==> config.mk <==
export PLATFORM = sky130hd
export DESIGN_NAME = interconnect_link_output_buffer
export DESIGN_NICKNAME = d
export VERILOG_FILES = /design/src/rtl/interconnect_link_output_buffer.sv
export SDC_FILE = /design/constraint.sdc
export NUM_CORES = 1
export LEC_CHECK = 0
export CAP_MARGIN = 40
export CELL_PAD_IN_SITES_DETAIL_PLACEMENT = 1
export CELL_PAD_IN_SITES_GLOBAL_PLACEMENT = 2
export CORE_ASPECT_RATIO = 1.75
export CORE_MARGIN = 4
export CORE_UTILIZATION = 45
export CTS_BUF_LIST = sky130_fd_sc_hd__clkbuf_16
export DETAILED_ROUTE_END_ITERATION = 8
export MAX_ROUTING_LAYER = met4
export PLACE_DENSITY = 0.9
export SETUP_SLACK_MARGIN = 0.02
export SYNTH_ARGS = -nofsm -noshare
export SYNTH_HDL_FRONTEND = slang
export SYNTH_SLANG_ARGS = --single-unit
==> constraint.sdc <==
create_clock -name clock -period 5.7 [get_ports clock]
set_input_delay 1.14 -clock clock [delete_from_list [all_inputs] [get_ports clock]]
set_output_delay 1.14 -clock clock [all_outputs]
set_load 0.05 [all_outputs]
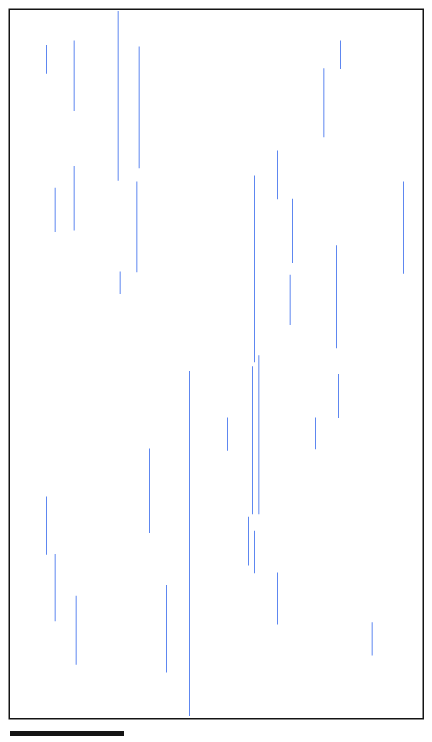
Fig. 1. Met4 routing (run 1).
Scale bar: 50 microns.
share of all routed wire = 2.0%
wire length on this layer = 1110 microns
nets with wire on the layer = 12
main direction = vertical
longest straight run = 151 microns
Vias: 11400
Total Wirelength: 55100 microns

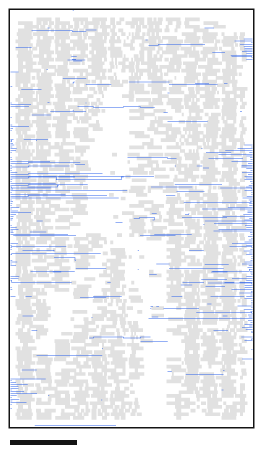
Fig. 2. The metal 3 layer (run 1).
Scale bar: 50 microns.
share of all routed wire = 6.8%
nets with wire on the layer = 254
M3 GR Usage: 4.96%

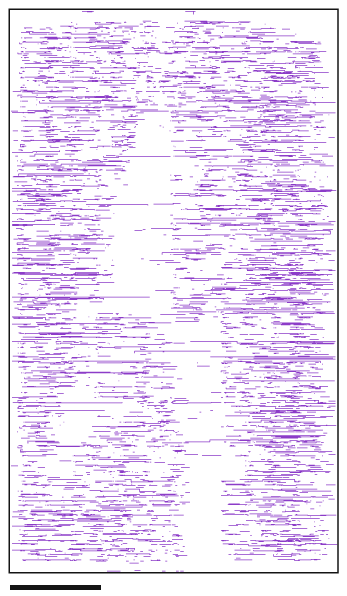
Fig. 3. The metal 1 layer (run 1).
Scale bar: 50 microns.
main direction = horizontal
nets with wire on the layer = 1493
share of all routed wire = 37%
met1 Use GR: 23.8%

==> Changelog: implementation, run 1 <==
## Implementation

- Buf/Inv on CP: 2
- Hold path depth: 1
- Largest net degree at the start of global routing: around 40
- First-pass DRT Iterations: 7
- CTS sink cnt: 604
- Final net count: between 1500 and 2000
- Comb power frac: between 40% and 50%
- DP Wirelength: 37800 microns
- DR top layer: met4
- Wire length per cell: approximately 26 microns
- Comb/total area: 17.1%
- Post-route cell area: 29600 sq um
- Slowest cell delay on critical path: 0.73 ns
- Non-filler cells, final: around 2100
- RSZ-0062 raised after global routing: false
- Area fraction in mux cells: 14.2%
- Final Hold Fails: 0
- CTS buffer count: ~53
- Yosys warnings: 0
- Layout filler cell count: roughly 4400
- CP top delay family: buffers and inverters
- Flops after synth: between 600 and 700
- Htree depth: 2
- Vias in the first global route: roughly 13000
- First-pass GRT wire length: between 80000 and 90000 microns
- Die Size: 56100 sq um
- Top-area cell share: between 70% and 80%
- Total GRT Usage: 20.3%
- Nonclk buf count: roughly 350
- Outcome: complete, no violations
- Tap cell count: between 600 and 700
- Final setup fails: 0
- Biggest Area Class: registers
- I/O pin count: 318
- Post-Synth AOI/OAI Area: less than 1%
- Yosys Instances: between 1000 and 1500
- Share of total power in the clock network: about a fifth
- Fin crit share: 78.1%
- Net switching power figure: 7.56 mW
- Flip-flop and latch count: around 600
- Crit path max fanout: 23
- Clk latency late pin: 0.59 ns
- Leakage power: ~9.8 nW
## Run 2: what changed since run 1
- CORE_UTILIZATION: 45 -> 38
- PLACE_DENSITY: 0.9 -> 0.82
- clock period: 5.7 -> 3.8 ns (I/O delays scaled with it)
==> Changelog: implementation, run 2 <==
## Implementation

- Final setup fails: 0
- Top-area cell share: between 70% and 80%
- Async S/R FF share, synth: under 10%
- Net switching power figure: between 10 and 15 mW
- Layout filler cell count: 5630
- Yosys warnings: 0
- Worst Reg-to-Reg Cells: 9
- Crit path kind: reg -> out
- Layout cells sized above 1: between 20% and 30%
- Outcome: complete, no violations
- Slowest cell on the critical path: clkdlybuf4s50_1
- CTS sink cnt: 604
- Non-filler cells, final: between 2000 and 2500
- Fin crit share: 95.3%
- Main flop type: edfxtp_1
- Number of clock buffers in the layout: about 54
- Total congestion overflow: 0
- Nonclk buf count: about 360
- Leakage power: 10.1 nW
- Comb/total area: between 10% and 20%
- Slowest cell delay on critical path: about 0.7 ns
- Flip-flop and latch count: ~600
- Routability cong.: around 0.72
- Tap cell count: about 790
- Wire length per cell: between 20 and 25 microns
- CTS buffer count: about 54
- First-pass DRT Iterations: 4
- Row count: between 100 and 150
- Yosys Instances: approximately 1100
- Post-Synth AOI/OAI Area: less than 1%
- Die Size: 66000 sq um
- Final Hold Fails: 0
- Vias per cell: around 5
- Final net count: 1608
- DRC Markers: 0
- I/O pin count: about 320
- Buf/Inv on CP: 2
- Core box area: between 60000 and 70000 sq um
- Flops after synth: slightly above 600
- CP top delay family: buffers and inverters
- DR top layer: met4
- Post-route cell area: about 30000 sq um
- RSZ-0062 raised after global routing: false
- M3 GR Usage: under 10%
- Clk latency late pin: between 0.6 and 0.7 ns
- Largest register FFs: approximately 500
- DP Wirelength: ~36000 microns
- Crit path max fanout: 22
- First-pass GRT wire length: 82000 microns
- Max power group: combinational cells
- Htree depth: 2
- Fmax achieved: 276 MHz
- Comb power frac: 46.9%
- Area fraction in mux cells: between 10 and 15%
- Vias in the first global route: about 13000
- Share of total power in the clock network: about a fifth
- Post-synthesis cell area: roughly 23000 sq um
- Largest net degree at the start of global routing: around 40
- Biggest Area Class: registers
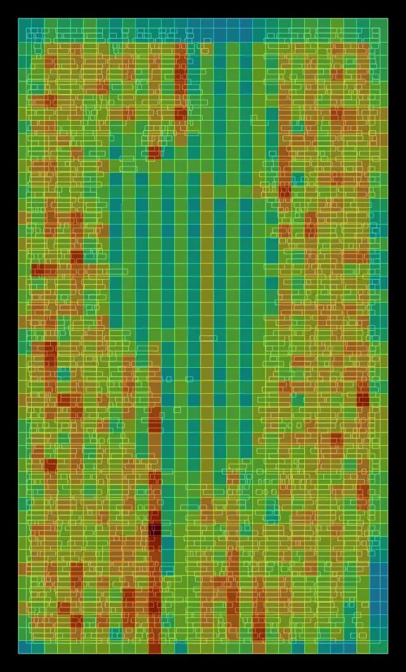
Fig. 4. Congestion heat map (run 2).
Total GRT Usage: 16.7%
met1 Use GR: 19.3%

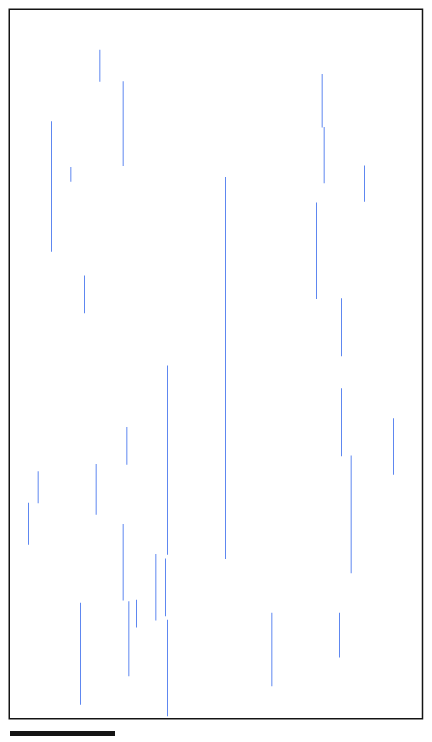
Fig. 5. Met4 routing (run 2).
Scale bar: 50 microns.
share of all routed wire = 2.0%
nets with wire on the layer = 9
Total Wirelength: 53300 microns
Vias: 11300

Power and IR drop assume default switching activity.
